$ cat src/rtl/column_scan_controller_pkg.sv
// Shared types and defaults for the LED matrix column scan controller.
package column_scan_controller_pkg;

  localparam int unsigned NumColumnsDefault  = 16;
  localparam int unsigned DwellCyclesDefault = 1024;

  typedef enum logic [3:0] {
    StIdle,
    StReq,
    StTxStart,
    StTxWait,
    StBlank,
    StSelect,
    StSelWait,
    StLatch,
    StDwell
  } scan_state_t;

endpackage

$ cat src/rtl/column_scan_controller_if.sv
// Handshake bundle between the scan controller (master) and its frame buffer,
// row shifter and column selector neighbours (slave side).
interface column_scan_controller_if #(
  parameter int unsigned COL_W = 4
);

  logic             enable;
  logic [COL_W-1:0] col_index;
  logic             col_data_req;
  logic             col_data_ack;
  logic             row_tx_start;
  logic             row_tx_finish;
  logic             row_stcp;
  logic             row_n_oe;
  logic             sel_first;
  logic             sel_next;
  logic             sel_ready;
  logic             extra_bit;
  logic             frame_done;

  modport master (
    input  enable, col_data_ack, row_tx_finish, sel_ready,
    output col_index, col_data_req, row_tx_start, row_stcp, row_n_oe,
    output sel_first, sel_next, extra_bit, frame_done
  );

  modport slave (
    output enable, col_data_ack, row_tx_finish, sel_ready,
    input  col_index, col_data_req, row_tx_start, row_stcp, row_n_oe,
    input  sel_first, sel_next, extra_bit, frame_done
  );

endinterface

$ cat src/rtl/column_scan_controller_dwell_timer.sv
// Dwell timer: a start pulse arms it, then it counts 0..DWELL_CYCLES-1 and
// flags the final counted cycle with done.
module column_scan_controller_dwell_timer #(
  parameter int unsigned DWELL_CYCLES = 1024,
  localparam int unsigned CNT_W = $clog2(DWELL_CYCLES + 1)
) (
  input  logic clk,
  input  logic rst_n,
  input  logic start,
  output logic done
);

  logic [CNT_W-1:0] cnt_q, cnt_d;
  logic             run_q, run_d;

  // Next count and the last-cycle flag.
  always_comb begin
    done  = run_q && (cnt_q == CNT_W'(DWELL_CYCLES - 1));
    cnt_d = cnt_q;
    run_d = run_q;
    if (start) begin
      cnt_d = '0;
      run_d = 1'b1;
    end else if (done) begin
      cnt_d = '0;
      run_d = 1'b0;
    end else if (run_q) begin
      cnt_d = cnt_q + CNT_W'(1);
    end
  end

  // Counter state with synchronous reset.
  always_ff @(posedge clk) begin
    if (!rst_n) begin
      cnt_q <= '0;
      run_q <= 1'b0;
    end else begin
      cnt_q <= cnt_d;
      run_q <= run_d;
    end
  end

endmodule

$ cat src/rtl/column_scan_controller.sv
// Per-column scan sequencer: fetch rows, shift them out, blank, step the
// column selector, latch and hold the column lit for a fixed dwell.
module column_scan_controller
  import column_scan_controller_pkg::*;
#(
  parameter int unsigned NUM_COLUMNS  = NumColumnsDefault,
  parameter int unsigned DWELL_CYCLES = DwellCyclesDefault,
  parameter int unsigned COL_W        = (NUM_COLUMNS > 1) ? $clog2(NUM_COLUMNS) : 1
) (
  input logic clk,
  input logic rst_n,
  column_scan_controller_if.master bus
);

  scan_state_t      state_q, state_d;
  logic [COL_W-1:0] col_q, col_d;
  logic             parity_q, parity_d;
  logic             req_q, req_d;
  logic             tx_start_q, tx_start_d;
  logic             stcp_q, stcp_d;
  logic             oe_n_q, oe_n_d;
  logic             sel_first_q, sel_first_d;
  logic             sel_next_q, sel_next_d;
  logic             frame_done_q, frame_done_d;
  logic             frame_end;
  logic             dwell_done;
  logic             last_col;
  logic             sel_active;
  logic             sel_hold;

  assign last_col   = (col_q == COL_W'(NUM_COLUMNS - 1));
  assign sel_active = sel_first_q | sel_next_q;

  column_scan_controller_dwell_timer #(
    .DWELL_CYCLES (DWELL_CYCLES)
  ) u_dwell_timer (
    .clk   (clk),
    .rst_n (rst_n),
    .start (state_q == StLatch),
    .done  (dwell_done)
  );

  // State, column, parity and output registers.
  always_ff @(posedge clk) begin
    if (!rst_n) begin
      state_q      <= StIdle;
      col_q        <= '0;
      parity_q     <= 1'b0;
      req_q        <= 1'b0;
      tx_start_q   <= 1'b0;
      stcp_q       <= 1'b0;
      oe_n_q       <= 1'b1;
      sel_first_q  <= 1'b0;
      sel_next_q   <= 1'b0;
      frame_done_q <= 1'b0;
    end else begin
      state_q      <= state_d;
      col_q        <= col_d;
      parity_q     <= parity_d;
      req_q        <= req_d;
      tx_start_q   <= tx_start_d;
      stcp_q       <= stcp_d;
      oe_n_q       <= oe_n_d;
      sel_first_q  <= sel_first_d;
      sel_next_q   <= sel_next_d;
      frame_done_q <= frame_done_d;
    end
  end

  // Next-state, column advance and frame parity.
  always_comb begin
    state_d   = state_q;
    col_d     = col_q;
    parity_d  = parity_q;
    frame_end = 1'b0;
    unique case (state_q)
      StIdle: begin
        if (bus.enable) begin
          col_d    = '0;
          parity_d = ~parity_q;
          state_d  = StReq;
        end
      end
      StReq:     if (bus.col_data_ack) state_d = StTxStart;
      // Only a sampled low proves the shifter took the start.
      StTxStart: if (!bus.row_tx_finish) state_d = StTxWait;
      StTxWait:  if (bus.row_tx_finish) state_d = StBlank;
      StBlank:   state_d = StSelect;
      StSelect:  if (sel_active && !bus.sel_ready) state_d = StSelWait;
      StSelWait: if (bus.sel_ready) state_d = StLatch;
      StLatch:   state_d = StDwell;
      StDwell: begin
        if (dwell_done) begin
          if (!last_col) begin
            col_d   = col_q + COL_W'(1);
            state_d = StReq;
          end else begin
            frame_end = 1'b1;
            col_d     = '0;
            if (bus.enable) begin
              parity_d = ~parity_q;
              state_d  = StReq;
            end else begin
              state_d = StIdle;
            end
          end
        end
      end
      default: state_d = StIdle;
    endcase
  end

  // Registered outputs follow the state being entered.
  always_comb begin
    req_d        = (state_d == StReq);
    tx_start_d   = (state_d == StTxStart);
    stcp_d       = (state_d == StLatch);
    oe_n_d       = (state_d != StDwell);
    frame_done_d = frame_end;
    // Raise the select only after seeing ready inside SELECT, then hold it.
    sel_hold     = (state_q == StSelect) && (state_d == StSelect) &&
                   (sel_active || bus.sel_ready);
    sel_first_d  = sel_hold && (col_q == '0);
    sel_next_d   = sel_hold && (col_q != '0);
  end

  assign bus.col_index    = col_q;
  assign bus.col_data_req = req_q;
  assign bus.row_tx_start = tx_start_q;
  assign bus.row_stcp     = stcp_q;
  assign bus.row_n_oe     = oe_n_q;
  assign bus.sel_first    = sel_first_q;
  assign bus.sel_next     = sel_next_q;
  assign bus.extra_bit    = parity_q;
  assign bus.frame_done   = frame_done_q;

endmodule

$ cat src/flat_wrapper.sv
// flat-port wrapper written by rule: the top's interface ports become plain ports
module column_scan_controller_flat import column_scan_controller_pkg::*;
#(
  parameter int unsigned NUM_COLUMNS  = NumColumnsDefault,
  parameter int unsigned DWELL_CYCLES = DwellCyclesDefault,
  parameter int unsigned COL_W        = (NUM_COLUMNS > 1) ? $clog2(NUM_COLUMNS) : 1
)
  (clk, rst_n, bus_enable, bus_col_data_ack, bus_row_tx_finish, bus_sel_ready, bus_col_index, bus_col_data_req, bus_row_tx_start, bus_row_stcp, bus_row_n_oe, bus_sel_first, bus_sel_next, bus_extra_bit, bus_frame_done);
  column_scan_controller_if #(.COL_W(COL_W)) bus_i ();
  input logic clk;
  input logic rst_n;
  input wire logic [$bits(bus_i.enable)-1:0] bus_enable;
  input wire logic [$bits(bus_i.col_data_ack)-1:0] bus_col_data_ack;
  input wire logic [$bits(bus_i.row_tx_finish)-1:0] bus_row_tx_finish;
  input wire logic [$bits(bus_i.sel_ready)-1:0] bus_sel_ready;
  output wire logic [$bits(bus_i.col_index)-1:0] bus_col_index;
  output wire logic [$bits(bus_i.col_data_req)-1:0] bus_col_data_req;
  output wire logic [$bits(bus_i.row_tx_start)-1:0] bus_row_tx_start;
  output wire logic [$bits(bus_i.row_stcp)-1:0] bus_row_stcp;
  output wire logic [$bits(bus_i.row_n_oe)-1:0] bus_row_n_oe;
  output wire logic [$bits(bus_i.sel_first)-1:0] bus_sel_first;
  output wire logic [$bits(bus_i.sel_next)-1:0] bus_sel_next;
  output wire logic [$bits(bus_i.extra_bit)-1:0] bus_extra_bit;
  output wire logic [$bits(bus_i.frame_done)-1:0] bus_frame_done;
  assign bus_i.enable = bus_enable;
  assign bus_i.col_data_ack = bus_col_data_ack;
  assign bus_i.row_tx_finish = bus_row_tx_finish;
  assign bus_i.sel_ready = bus_sel_ready;
  assign bus_col_index = bus_i.col_index;
  assign bus_col_data_req = bus_i.col_data_req;
  assign bus_row_tx_start = bus_i.row_tx_start;
  assign bus_row_stcp = bus_i.row_stcp;
  assign bus_row_n_oe = bus_i.row_n_oe;
  assign bus_sel_first = bus_i.sel_first;
  assign bus_sel_next = bus_i.sel_next;
  assign bus_extra_bit = bus_i.extra_bit;
  assign bus_frame_done = bus_i.frame_done;
  column_scan_controller #(.NUM_COLUMNS(NUM_COLUMNS), .DWELL_CYCLES(DWELL_CYCLES), .COL_W(COL_W)) u_core (.clk(clk), .rst_n(rst_n), .bus(bus_i));
endmodule
$ cat config.mk
export PLATFORM = sky130hd
export DESIGN_NAME = column_scan_controller_flat
export DESIGN_NICKNAME = d
export VERILOG_FILES = /design/src/rtl/column_scan_controller_pkg.sv /design/src/rtl/column_scan_controller_if.sv /design/src/rtl/column_scan_controller_dwell_timer.sv /design/src/rtl/column_scan_controller.sv /design/src/flat_wrapper.sv
export SDC_FILE = /design/constraint.sdc
export NUM_CORES = 1
export LEC_CHECK = 0
export CORE_ASPECT_RATIO = 1.5
export CORE_UTILIZATION = 55
export DETAILED_ROUTE_END_ITERATION = 10
export GPL_TIMING_DRIVEN = 1
export HOLD_SLACK_MARGIN = 0.03
export PLACE_DENSITY = 0.81
export SYNTH_ARGS = -nofsm -noshare
export SYNTH_HDL_FRONTEND = slang
export SYNTH_SLANG_ARGS = --single-unit
export TNS_END_PERCENT = 1
$ cat constraint.sdc
create_clock -name clk -period 4.5 [get_ports clk]
set_clock_uncertainty 0.05 [all_clocks]
set_input_delay 0.9 -clock clk [delete_from_list [all_inputs] [get_ports clk]]
set_output_delay 0.9 -clock clk [all_outputs]
set_load 0.05 [all_outputs]
final_clocks.png
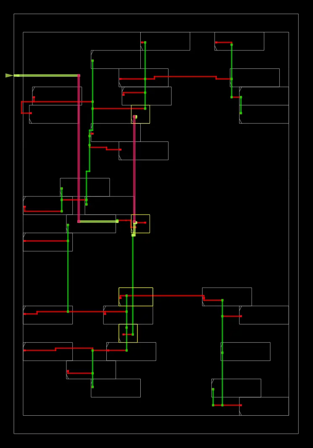
total CTS buffers: 3
Late-Pin Clk Latency: 320 ps
Seq cells: 28
Clock net power: 0.120 mW
TritonCTS Sinks: 28

wire_density.png
Scale bar: 10 microns. 8 x 13 tiles, from dark blue (low) to red (high), scaled to the fullest tile. Values are wire area over tile area, all layers added.
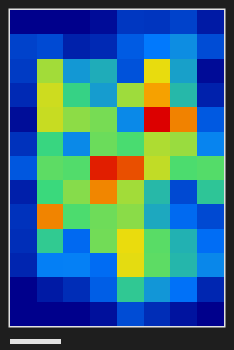
fullest tile	0.44
mean over tiles	0.15
densest ninth of the die	center
drt total wl: 2526 microns
total track usage: 21.11%
Vias: 1113
WL/cell: 13.23 microns

met1.png
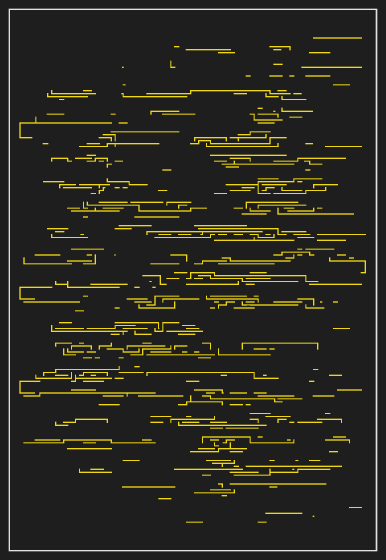
longest straight run	13.3 microns
nets with wire on the layer	158
main direction	horizontal
M1 GR Usage: 23.72%

met3.png
Scale bar: 10 microns.
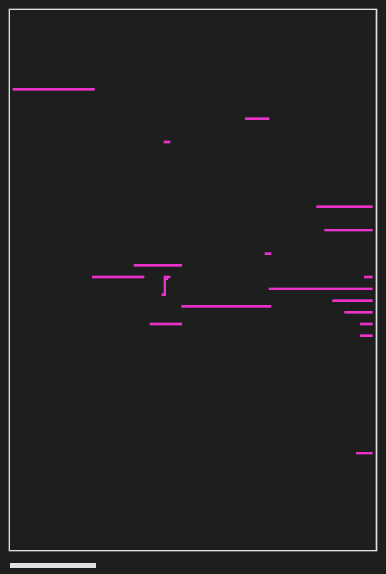
longest straight run	11.7 microns
share of all routed wire	2.9%
wire length on this layer	74.5 microns
main direction	horizontal
nets with wire on the layer	14
met3 Track Usage GR: 4.335%

cell_classes.png
Fill, decap, tap and diode cells in gray.
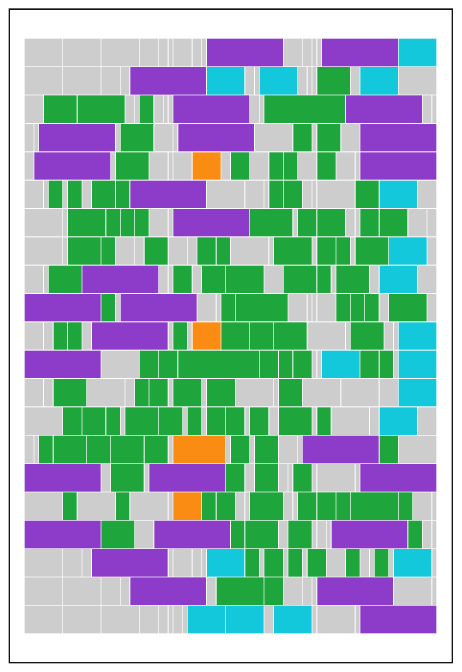
class	color	cells	share of their area
other buffers and delay cells	cyan	17	11%
clock drivers and dummy loads	orange	4	2.4%
flops	purple	28	37%
all other logic	green	119	49%
final core occ: 68.00%
Core Rows: 21
flop share of the area: 36.48%

==> results.sh <==
# flow metrics
export IMPL_status="complete, no violations"
export IMPL_worst_pin_slew_ps=495.3
export IMPL_synth_cells=154
export IMPL_die_area_sq_mm=0.002651
export IMPL_nets=178
export IMPL_io_pins=18
export IMPL_clock_fmax_mhz=386.5
export IMPL_final_antenna_net_count=0
export IMPL_finalSetupViolCount=0
export IMPL_antenna_found_initial=0
export IMPL_cts_buffer_depth=2
export IMPL_grt_max_degree=16
export IMPL_drive_above_1_share_pct=7.143
export IMPL_cts_tree="done"
export IMPL_drt_iter0_markers=17
export IMPL_switching_share_pct=26.20
export IMPL_setup_worst_path_end_class="output port"
export IMPL_arrival_ps=1640
export IMPL_synthArstFlopShare_pct=0
export IMPL_diodes=0
export IMPL_whs_endpoint="u_core.u_dwell_timer.cnt_q[10]$_SDFFE_PP0P_"
export IMPL_leakage_nw=0.5570
export IMPL_synth_top_cells_by_area="dfxtp_1, nor2_1, a21oi_1"
export IMPL_die_h_microns=62.57
export IMPL_finalSetupTns_ps=0
export IMPL_finalPower_mw=0.4472
export IMPL_overflow=0
export IMPL_die_x_microns=42.38
export IMPL_critPathKind="reg2out"
export IMPL_drc=0
export IMPL_port_buffers=17
export IMPL_yosys_cells=154
export IMPL_yosys_area_share_simple_pct=28.93
export IMPL_r2r_start="u_core.u_dwell_timer.cnt_q[0]$_SDFFE_PP0P_"
export IMPL_clk_pin_slew_ps=140
export IMPL_yosysChipArea_sq_mm=0.001345
worst max-delay path by stage:
stage	slack [ps]	cells after the start	startpoint	to
final	1910	1	u_core.bus.col_index[0]$_SDFFE_PN0P_	bus_col_index[0]
after CTS	1900	1	u_core.bus.col_index[0]$_SDFFE_PN0P_	bus_col_index[0]
after floorplan	2440	6	u_core.bus.col_index[0]$_SDFFE_PN0P_	u_core.bus.extra_bit$_SDFFE_PN0P_
after global placement	2140	5	bus_sel_ready	u_core.bus.row_tx_start$_SDFF_PN0_
after detailed placement	2120	4	rst_n	u_core.bus.row_tx_start$_SDFF_PN0_
after global routing	1840	1	u_core.bus.col_index[0]$_SDFFE_PN0P_	bus_col_index[0]
through the flow:
step	setup slack [ps]	cells	hold WS [ps]
after floorplan	2443	154	366.6
after global placement	2142	187	376.6
after detailed placement	2115	187	398.3
after CTS	1901	191	417.8
after global routing	1843	191	439.0
final	1913	191	433.6
state kept, by name, indices dropped and copies added, names as in the netlist:
register / count
u_core.bus.sel_next: 1
u_core.u_dwell_timer.cnt_q: 11
u_core.bus.sel_first: 1
u_core.bus.col_data_req: 1
u_core.bus.row_stcp: 1
u_core.bus.row_tx_start: 1
u_core.bus.col_index: 4
u_core.bus.row_n_oe: 1
u_core.state_q: 4
u_core.bus.extra_bit: 1
u_core.u_dwell_timer.run_q: 1
u_core.bus.frame_done: 1
power by group through the flow:
stage / Sequential, mW / Combinational, mW / Clock (mW)
after CTS: 0.265 / 0.0614 / 0.126
after global placement: 0.270 / 0.0602 / 0
after detailed placement: 0.271 / 0.0611 / 0
after floorplan: 0.280 / 0.0346 / 0
after global routing: 0.267 / 0.0673 / 0.135
final: 0.266 / 0.0615 / 0.120
layout make-up:
| cell class | count | area, sq um | share of cell area [%] |
|---|---|---|---|
| repair buffers | 17 | 170.2 | 11.07 |
| clock buffers | 4 | 36.28 | 2.362 |
| flip-flops and latches | 28 | 560.5 | 36.48 |
| inverters | 10 | 37.54 | 2.443 |
| well taps | 23 | 28.78 | 1.873 |
| multi-input cells | 109 | 703.2 | 45.77 |
routing by layer:
metal	global-route usage (%)	up-vias	part of all wire (%)
li1	-	570	-
met1	23.72	515	43
met2	36.54	20	52
met3	4.335	8	2.9
met4	10.55	0	2.3
met5	0	-	0
layout by cell type, fill, tap and decap left out, types with 2 or more instances in the layout:
cell             synthesis  final
or4_1                    2      2
and3_1                   2      2
nand4_1                  5      5
and4_1                   2      2
nand2_1                 11     11
and2_1                   2      2
o21ai_0                  5      5
nand4b_1                 3      3
clkdlybuf4s50_1          0     17
nor3_1                   5      5
nand3b_1                 2      2
dfxtp_1                 28     28
nand3_1                  7      7
inv_1                    9      9
xor2_1                   5      5
a21oi_1                 12     12
clkbuf_4                 0      3
xnor2_1                  4      4
ha_1                     3      3
nand2b_1                 2      2
nor2_1                  19     19
No activity file was given, so power comes from the tool's default toggle rates.
